## config.mk

```make
export PLATFORM = sky130hd
export DESIGN_NAME = arbitro_alu
export DESIGN_NICKNAME = d
export VERILOG_FILES = /design/src/rtl/arbitro_alu.sv
export SDC_FILE = /design/constraint.sdc
export NUM_CORES = 1
export LEC_CHECK = 0
export CORE_ASPECT_RATIO = 1.2
export CORE_MARGIN = 10
export CORE_UTILIZATION = 45
export CTS_BUF_LIST = sky130_fd_sc_hd__clkbuf_8
export CTS_CLUSTER_DIAMETER = 30
export DETAILED_ROUTE_END_ITERATION = 8
export GPL_TIMING_DRIVEN = 0
export PLACE_DENSITY = 0.95
export REMOVE_ABC_BUFFERS = 1
export SYNTH_ARGS = -nofsm -noshare
export SYNTH_HDL_FRONTEND = slang
export SYNTH_SLANG_ARGS = --single-unit
```

## constraint.sdc

```tcl
create_clock -name clk -period 3.7 [get_ports clk]
set_clock_uncertainty 0.2 [all_clocks]
set_input_delay 1.11 -clock clk [delete_from_list [all_inputs] [get_ports clk]]
set_output_delay 1.11 -clock clk [all_outputs]
set_load 0.1 [all_outputs]
```

## src/rtl/arbitro_alu.sv

```systemverilog
// Round-robin arbiter sharing one external combinational ALU between two requesters.
// Optional per-requester completed-operation counters are enabled with CONTADOR_OPS_EN.
module arbitro_alu #(
   parameter int ANCHO        = 32,
   parameter bit PRIO_INICIAL = 1'b0
) (
   input  logic             clk,
   input  logic             rst,
   input  logic             sol0_valida,
   output logic             sol0_lista,
   input  logic [5:0]       sol0_funct,
   input  logic [ANCHO-1:0] sol0_a,
   input  logic [ANCHO-1:0] sol0_b,
   input  logic             sol1_valida,
   output logic             sol1_lista,
   input  logic [5:0]       sol1_funct,
   input  logic [ANCHO-1:0] sol1_a,
   input  logic [ANCHO-1:0] sol1_b,
   output logic             resp0_valida,
   input  logic             resp0_acepta,
   output logic [ANCHO-1:0] resp0_resultado,
   output logic             resp0_error,
   output logic             resp1_valida,
   input  logic             resp1_acepta,
   output logic [ANCHO-1:0] resp1_resultado,
   output logic             resp1_error,
   output logic [ANCHO-1:0] alu_a,
   output logic [ANCHO-1:0] alu_b,
   output logic [2:0]       senial_ALU,
   input  logic [ANCHO-1:0] alu_resultado
`ifdef CONTADOR_OPS_EN
   ,
   output logic [15:0]      ops0_total,
   output logic [15:0]      ops1_total
`endif
);

   localparam logic [2:0] OP_ADD = 3'b000;
   localparam logic [2:0] OP_SUB = 3'b001;
   localparam logic [2:0] OP_AND = 3'b010;
   localparam logic [2:0] OP_OR  = 3'b011;
   localparam logic [2:0] OP_XOR = 3'b100;
   localparam logic [2:0] OP_NOP = 3'b111;

   typedef enum logic [1:0] {LIBRE, EJEC, RESP} estado_t;

   estado_t          estado, estado_sig;
   logic             ultimo;
   logic             owner;
   logic [5:0]       funct_q;
   logic [ANCHO-1:0] a_q, b_q;
   logic [ANCHO-1:0] resultado_q;
   logic             error_q;

   logic             grant0, grant1;
   logic             aceptado;
   logic [2:0]       dec_code;
   logic             dec_error;

   // Round robin: on a tie the requester that was not served last wins.
   assign grant0 = (estado == LIBRE) && sol0_valida && (!sol1_valida || ultimo);
   assign grant1 = (estado == LIBRE) && sol1_valida && (!sol0_valida || !ultimo);
   assign aceptado = owner ? resp1_acepta : resp0_acepta;

   always_comb begin
      dec_code  = OP_NOP;
      dec_error = 1'b0;
      case (funct_q)
         6'b100000: dec_code = OP_ADD;
         6'b100010: dec_code = OP_SUB;
         6'b100100: dec_code = OP_AND;
         6'b100101: dec_code = OP_OR;
         6'b100110: dec_code = OP_XOR;
         default:   dec_error = 1'b1;
      endcase
   end

   always_ff @(posedge clk) begin
      if (rst) begin
         estado      <= LIBRE;
         ultimo      <= ~PRIO_INICIAL;
         owner       <= 1'b0;
         funct_q     <= '0;
         a_q         <= '0;
         b_q         <= '0;
         resultado_q <= '0;
         error_q     <= 1'b0;
      end else begin
         estado <= estado_sig;
         if (grant0 || grant1) begin
            owner   <= grant1;
            funct_q <= grant1 ? sol1_funct : sol0_funct;
            a_q     <= grant1 ? sol1_a : sol0_a;
            b_q     <= grant1 ? sol1_b : sol0_b;
         end
         if (estado == EJEC) begin
            resultado_q <= dec_error ? '0 : alu_resultado;
            error_q     <= dec_error;
         end
         if (estado == RESP && aceptado)
            ultimo <= owner;
      end
   end

   always_comb begin
      estado_sig   = estado;
      sol0_lista   = 1'b0;
      sol1_lista   = 1'b0;
      resp0_valida = 1'b0;
      resp1_valida = 1'b0;
      alu_a        = '0;
      alu_b        = '0;
      senial_ALU   = OP_NOP;
      case (estado)
         LIBRE: begin
            sol0_lista = grant0;
            sol1_lista = grant1;
            if (grant0 || grant1)
               estado_sig = EJEC;
         end
         EJEC: begin
            alu_a      = a_q;
            alu_b      = b_q;
            senial_ALU = dec_code;
            estado_sig = RESP;
         end
         RESP: begin
            resp0_valida = !owner;
            resp1_valida = owner;
            if (aceptado)
               estado_sig = LIBRE;
         end
         default: estado_sig = LIBRE;
      endcase
   end

   assign resp0_resultado = resultado_q;
   assign resp1_resultado = resultado_q;
   assign resp0_error     = error_q;
   assign resp1_error     = error_q;

`ifdef CONTADOR_OPS_EN
   // Counts completed response handshakes, error responses included, saturating.
   always_ff @(posedge clk) begin
      if (rst) begin
         ops0_total <= '0;
         ops1_total <= '0;
      end else begin
         if (resp0_valida && resp0_acepta && ops0_total != 16'hFFFF)
            ops0_total <= ops0_total + 16'd1;
         if (resp1_valida && resp1_acepta && ops1_total != 16'hFFFF)
            ops1_total <= ops1_total + 16'd1;
      end
   end
`endif

endmodule
```

==> git commit body, run 1 <==
Update PnR metrics after Yosys + OpenROAD run

- Share of post-route cells with drive strength above 1: 19.7%
- Synth Seq Share: 34.5%
- Cell depth of the worst min-delay path: 2
* Dominant register cell: sky130_fd_sc_hd__dfxtp_1
* Crit path from: estado[1]$_SDFFE_PP0P_
* Number of warnings in the stage logs: 26
- Sequential cells make up 22.6% of the cell area.
- Of all cell types, the one taking the most synthesized area is sky130_fd_sc_hd__dfxtp_1.
* Clock tree root buffer cell: sky130_fd_sc_hd__clkbuf_8
- Capture point of the worst reg-to-reg path: funct_q[0]$_SDFFE_PP0P_
- Cell family with most CP delay: buffers and inverters
- Post-synth EDFFs: 0
* Gates resized, CTS repair: 225
- Setup crit end: senial_ALU[2]
* Reg2Reg Setup Slack: 1.04 ns
- Outcome: complete, no violations
* DRC Markers: 0
* Top cell types by occurrence after synthesis: sky130_fd_sc_hd__dfxtp_1 (107), sky130_fd_sc_hd__a21oi_1 (105), sky130_fd_sc_hd__clkbuf_1 (80)
- Number of distinct library cells after synthesis: 33
- Worst slack on hold paths: 0.280 ns
* Number of cell instances on the worst register-to-register path: 4
* Wire length reported by the detailed router: 25000 um
* Kind of capture point of the worst setup path: output pin
- VDD IR max: 0.259 mV
* Init Core Util: 45.4%
- Area occupied by multi-input gates: 3430 um^2
- Recorded from the global router log, the overflow total was 0.
- Cells along the critical path: nor2b_4 > buf_12 > nand3_1 > dlygate4sd2_1
- The first global-routing pass estimated 37700 um of wire.
- The script reports the combined buffer and inverter count of the critical path as 2.
- Hold-fix buffer count after cts: 0
- Critical path depth in cells: 4
- Critical-path maximum fanout: 44
* Die H: 149 um
* Number of antenna violations at the first check in global routing: 0
* CTS clock-pin slew for the worst setup and hold paths: 0.12 ns
* Core Footprint: 13700 um^2
- Number of warning messages in the yosys log: 0
* Flip-flop and latch count after synthesis: 107
- Share of cell area taken by multi-input logic gates: 36.2%
- For the pin with the worst max-slew slack, the measured transition is 1.22 ns.
- Worst Setup Path Type: register to output pin
* Standard cell area after detailed placement: 9120 um^2
- In this run the remaining antenna-violating nets after routing total 0.
* Drt initial violations: 461
- Per STA, the highest per-stage delay on the worst path measures 0.87 ns.
- STA shows the worst min-delay path finishing at resp0_resultado[30]$_SDFFE_PP0N_.
- The synth_stat.txt file lists the number of cells as 713.
* Pwr Density: 379 nW/um^2
* Worst endpoint data arrival time: 2.33 ns
* Max_slew headroom: 18.7%
* Tapcells: 171
- Before antenna repair, the detailed router went through 8 iterations.
- Leaving out the clock tree, the finished layout contains an inverter count of 4.
- In this build the clock could be raised as far as 0.275 GHz.
- The routed layout has 6818 vias.
* Static leakage power: 3.07 nW
- Core occupancy in the finished layout: 69.2%
- Yosys instantiated no cell more often than sky130_fd_sc_hd__dfxtp_1.
- Top cell class by occupied area: buffers
- Measured on the final layout, the clock distribution area share stands at 2.19%.
- A synthesized cell averages 8.72 um^2.
* Die width: 127 um
- The smallest clock period supported by the final layout is computed as 3.64 ns.
- OpenROAD reports that the post-layout worst path occupies 98.4% of the period.
- In this run the most critical hold path is launched from resp0_resultado[30]$_SDFFE_PP0N_.
* Total routing usage reported by global routing: 24.0%
* Placement row count: 47
- Clock tree buffer depth: 2
- In the final layout, the fill cell count is 981.
- Max-capacitance violation count: 0
- STA on the placed design reports a worst setup slack of -1.65 ns.
- In the final timing run, aggregate negative setup slack is 0 ns.
- The net count of the finished layout is 1102.
- The final layout contains a sequential cell count of 107.
- Entering global routing, the biggest net connects 74 pins.
## run 1: cell usage in the layout, fill, tap and decap left out, types with 2 or more instances in the layout
master and count:
sky130_fd_sc_hd__clkinv_4 2, sky130_fd_sc_hd__inv_6 2, sky130_fd_sc_hd__dfxtp_1 106, sky130_fd_sc_hd__nor2_1 2, sky130_fd_sc_hd__nand2_1 34, sky130_fd_sc_hd__nor2_4 2
sky130_fd_sc_hd__o21ai_1 71, sky130_fd_sc_hd__and2_4 2, sky130_fd_sc_hd__and2_1 65, sky130_fd_sc_hd__o2111ai_1 32, sky130_fd_sc_hd__o21ai_0 2, sky130_fd_sc_hd__a21oi_1 105
sky130_fd_sc_hd__clkdlybuf4s50_1 240, sky130_fd_sc_hd__nand4_1 70, sky130_fd_sc_hd__buf_12 9, sky130_fd_sc_hd__buf_6 2, sky130_fd_sc_hd__dlygate4sd2_1 2, sky130_fd_sc_hd__buf_8 2
sky130_fd_sc_hd__nor2b_1 2, sky130_fd_sc_hd__buf_4 2, sky130_fd_sc_hd__nand2b_1 2, sky130_fd_sc_hd__clkdlybuf4s15_2 63, sky130_fd_sc_hd__clkbuf_8 10, sky130_fd_sc_hd__a311oi_2 70
## run 1: where the power goes
part	internal, mW	total [mW]	switching, mW
combinational	0.506	1.48	0.976
clock	0.339	0.771	0.432
sequential	1.26	1.33	0.0705
total	2.11	3.59	1.48
## run 1: cells by family (layout without fill, tap and decap cells)
group	count (synthesis)	count (layout)	share of synthesized area, %
AND-OR/OR-AND	285	286	36.4
buffers and inverters	132	346	11.3
flip-flops	107	107	34.5
multiplexers	1	1	0.161
AND/OR/NAND/NOR	188	189	17.6
## run 1: metal layers
metal / share of wire [%] / track usage [%]
met1: 37 / 27.4
met2: 50 / 40.7
met3: 9.5 / 7.57
met4: 3.5 / 9.52
met5: 0 / 0
**Run 1: cells by drive strength**

The bar under the picture is 50 um long.
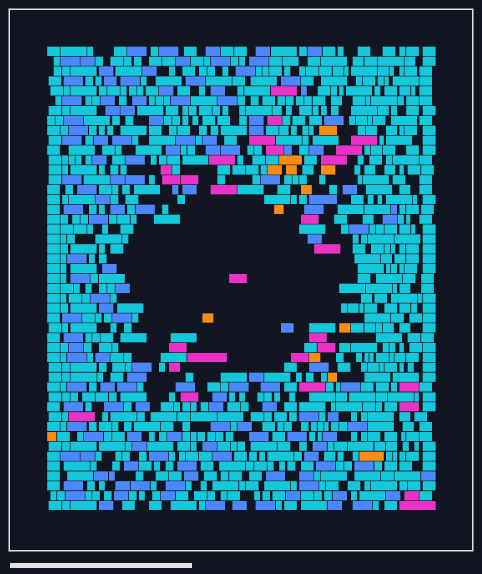
- _6 and larger: magenta (cells 28; share 3.0%)
- _0 and _1 cells: cyan (cells 746; share 80%)
- _3 and _4 cells: orange (cells 13; share 1.4%)
- _2 cells: blue (cells 142; share 15%)
final design area excluding fillers: 9480 um^2
final critical-path setup slack: 0.0588 ns
Non-CTS buffers: 326

**Run 1: port wiring**

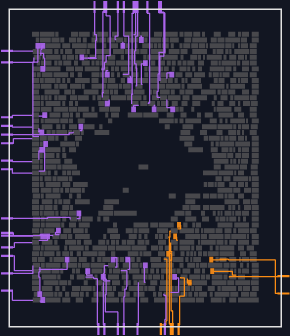
- `sol1_a`: purple (direction input; edge 15 left, 11 top, 6 bottom; end cells 32; buffers 32; wire 1010 um)
- `sol0_funct`: orange (direction input; edge 4 bottom, 2 right; end cells 6; buffers 6; wire 248 um)
number of top-level pins: 315
IO buf count: 314

**Run 1: clock wiring as the flow saved it**

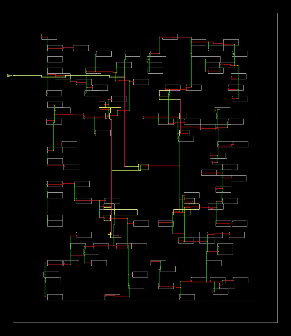
count of clock tree sinks: 107
clock distribution power: 0.771 mW
layout clock buffer count: 10

**Run 1: sequential cells coloured by netlist name**

The bar under the picture is 50 um long.
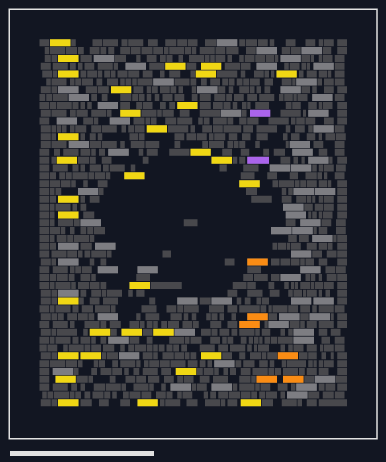

## Run 2: what changed since run 1
Settings changed: PLACE_DENSITY 0.95 to 0.91.
**Run 2: sequential cells coloured by netlist name**

The bar under the picture is 50 um long.
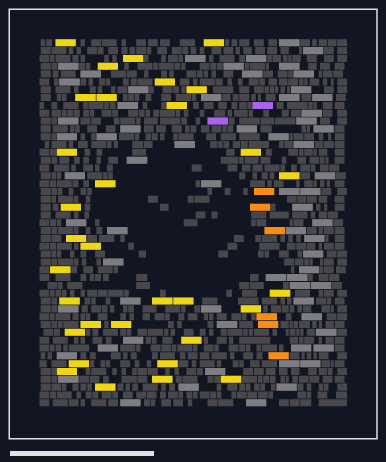
- `estado`: purple (sequential cells 2)
- `a_q`: yellow (sequential cells 32)
- `funct_q`: orange (sequential cells 6)
- not coloured: 67
flip-flop and latch share of the layout cell area: 23.5%
core occupancy in the finished layout: 66.6%
area taken by flip-flops and latches: 2140 um^2

**Run 2: routed metal, one colour a layer**

The bar under the picture is 50 um long.
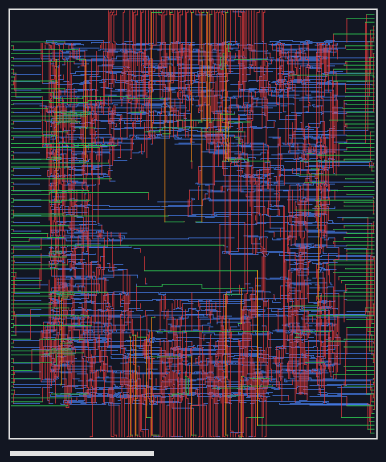
- metal 2: red (wire length 12100 um)
- metal 3: green (wire length 2650 um)
- metal 1: blue (wire length 9480 um)
- metal 4: orange (wire length 858 um)
total routing usage reported by global routing: 24.7%
vias: 6698
wire length reported by the detailed router: 25100 um

==> git commit body, run 2 <==
Update PnR metrics after Yosys + OpenROAD run

- In this run the most critical hold path is launched from resp0_resultado[27]$_SDFFE_PP0N_.
* Share of the cycle needed by the critical path after routing: 98.4%
* Sum of overflow across all layers after global routing: 0
- In this run, post-CTS hold repair placed 0 buffers.
- RePlAce ended its routability-driven mode at a weighted congestion of 0.815.
- Core Footprint: 13700 um^2
- The run finished with clean final reports.
- The flow reports an fmax of 0.275 GHz.
* Kind of capture point of the worst setup path: output pin
* Dominant register cell: sky130_fd_sc_hd__dfxtp_1
* Switching Share: 42.0%
* Most instantiated logic cells after routing: sky130_fd_sc_hd__clkdlybuf4s50_1 (240), sky130_fd_sc_hd__dfxtp_1 (107), sky130_fd_sc_hd__a21oi_1 (105), sky130_fd_sc_hd__o21ai_1 (71)
- For this run, the detailed router's first-pass iteration total came to 6.
- The first global-routing pass estimated 38000 um of wire.
* Standard cell area after detailed placement: 9120 um^2
- Final design area excluding fillers: 9130 um^2
- Yosys stat counts 713 cells in the synthesized netlist.
- Along the worst hold path, the cell count comes to 2.
- Clock network power share: 22.0%
* FF+latch count: 107
* Area occupied by multi-input gates: 3430 um^2
- Seq pwr share: 37.3%
* DRC Markers: 0
- For reference, the post-synthesis area per instance comes to 8.72 um^2.
- In this run the critical path is formed by buf_4 > inv_16 > o21ai_1 > nor3_1 > buf_4.
* Most frequent standard cell in the layout excluding fill and tap cells: sky130_fd_sc_hd__clkdlybuf4s50_1
- The clock network power reported by the tool is 0.788 mW.
- Count of clock tree sinks: 107
- CTS clock-pin slew for the worst setup and hold paths: 0.12 ns
- Max_slew headroom: 18.0%
- Clock tree root buffer cell: sky130_fd_sc_hd__clkbuf_8
- Overall power consumption after layout is estimated at 3.58 mW.
- The design received a total of 171 well taps at floorplan.
* Crit-path max cell delay: 0.33 ns
- Across the run, the number of max-cap violations was 0.
- The leakage component of the power was reported as 3.16 nW.
- The power report attributes to the combinational group a share of 40.7%.
* Transition time at the pin with the least slew margin: 1.23 ns
- Die H: 149 um
- Number of cell instances on the worst register-to-register path: 4
- The most common cell in the synthesized netlist is sky130_fd_sc_hd__dfxtp_1.
- Internal power component: 2.08 mW
- IO buf count: 314
- Worst Setup Path Type: input port to output pin
- Share of post-route cells with drive strength above 1: 19.8%
- The fraction of final cell area spent on clock buffers and inverters in this run is 2.30%.
- The largest cell class by area is multi-input combinational cells.
* VDD IR max: 0.273 mV
- The synthesized design contains 0 enable-type register cells.
- Number of distinct library cells after synthesis: 33
* Fill count: 1103
- The initial antenna violation count is 2.
- Post-layout nets: 1104
- Pwr Density: 392 nW/um^2
- Per report_power, the Sequential row totals 1.33 mW.
- Of all nets on the critical path, the largest fanout is 72.
- Layout inverter count without the clock tree: 4
- Layout clock buffer count: 9
- Init Core Util: 45.4%
- Non-CTS buffers: 328
* Number of top-level pins: 315
* Number of warnings in the stage logs: 26
- Looking at the group totals, the largest power group turns out to be combinational cells.
* Crit path from: sol1_valida
- Placement row count: 47
* Combinational Power: 1.46 mW
* Top cell types by occurrence after synthesis: sky130_fd_sc_hd__dfxtp_1 (107), sky130_fd_sc_hd__a21oi_1 (105), sky130_fd_sc_hd__clkbuf_1 (80)
## run 2: cell counts after synthesis
No cell type changed its count.
## run 2: per-layer routing
metal  vias up  wire length (um)  track usage [%]
li1       3110                 -                -
met5         -                 0                0
met1      3189              9480             28.2
met2       350             12100             40.7
met4         0               857             9.24
met3        49              2650             9.67
## run 2: worst max-delay path, delay by kind of cell
family | cells | cell delay (ns)
simple gates | 1 | 0.19
compound gates | 1 | 0.10
buf+inv | 3 | 0.87
## run 2: worst paths after layout
path                                                    endpoint  slack [ns]
worst max-delay path                                  sol0_lista        0.06
worst min-delay path            resp0_resultado[27]$_SDFFE_PP0N_        0.28
worst max register to register              a_q[17]$_SDFFE_PP0P_        1.03
worst min register to register  resp0_resultado[27]$_SDFFE_PP0N_        0.28
## run 2: per-stage QoR
step	setup TNS [ns]	utilization (%)	setup WS, ns	instances	hold WS, ns
4_1_cts	-0.0287	67.2	-0.0287	1101	0.276
6_report	0	66.6	0.0586	1104	0.275
3_3_place_gp	-654.47	64.8	-4.34	1069	0.253
3_5_place_dp	-62.35	66.5	-1.67	1080	0.259
2_1_floorplan	-115.01	-	-2.37	584	0.276
5_1_grt	0	66.6	0.000782	1102	0.302
## run 2: kinds of logic after synthesis
family,after synthesis,synth area share [%]
buffers and inverters,132,11.3
AND-OR/OR-AND,285,36.4
flip-flops,107,34.5
AND/OR/NAND/NOR,188,17.6
multiplexers,1,0.161
## run 2: what timing repair did
item,in CTS,in global routing
setup buffers,3,0
endpoints found under the setup margin,141,30
cloned,2,1
pin swaps,2,0
endpoints found under the hold margin,0,0
gates resized,316,35
No activity file was given, so power comes from the tool's default toggle rates.
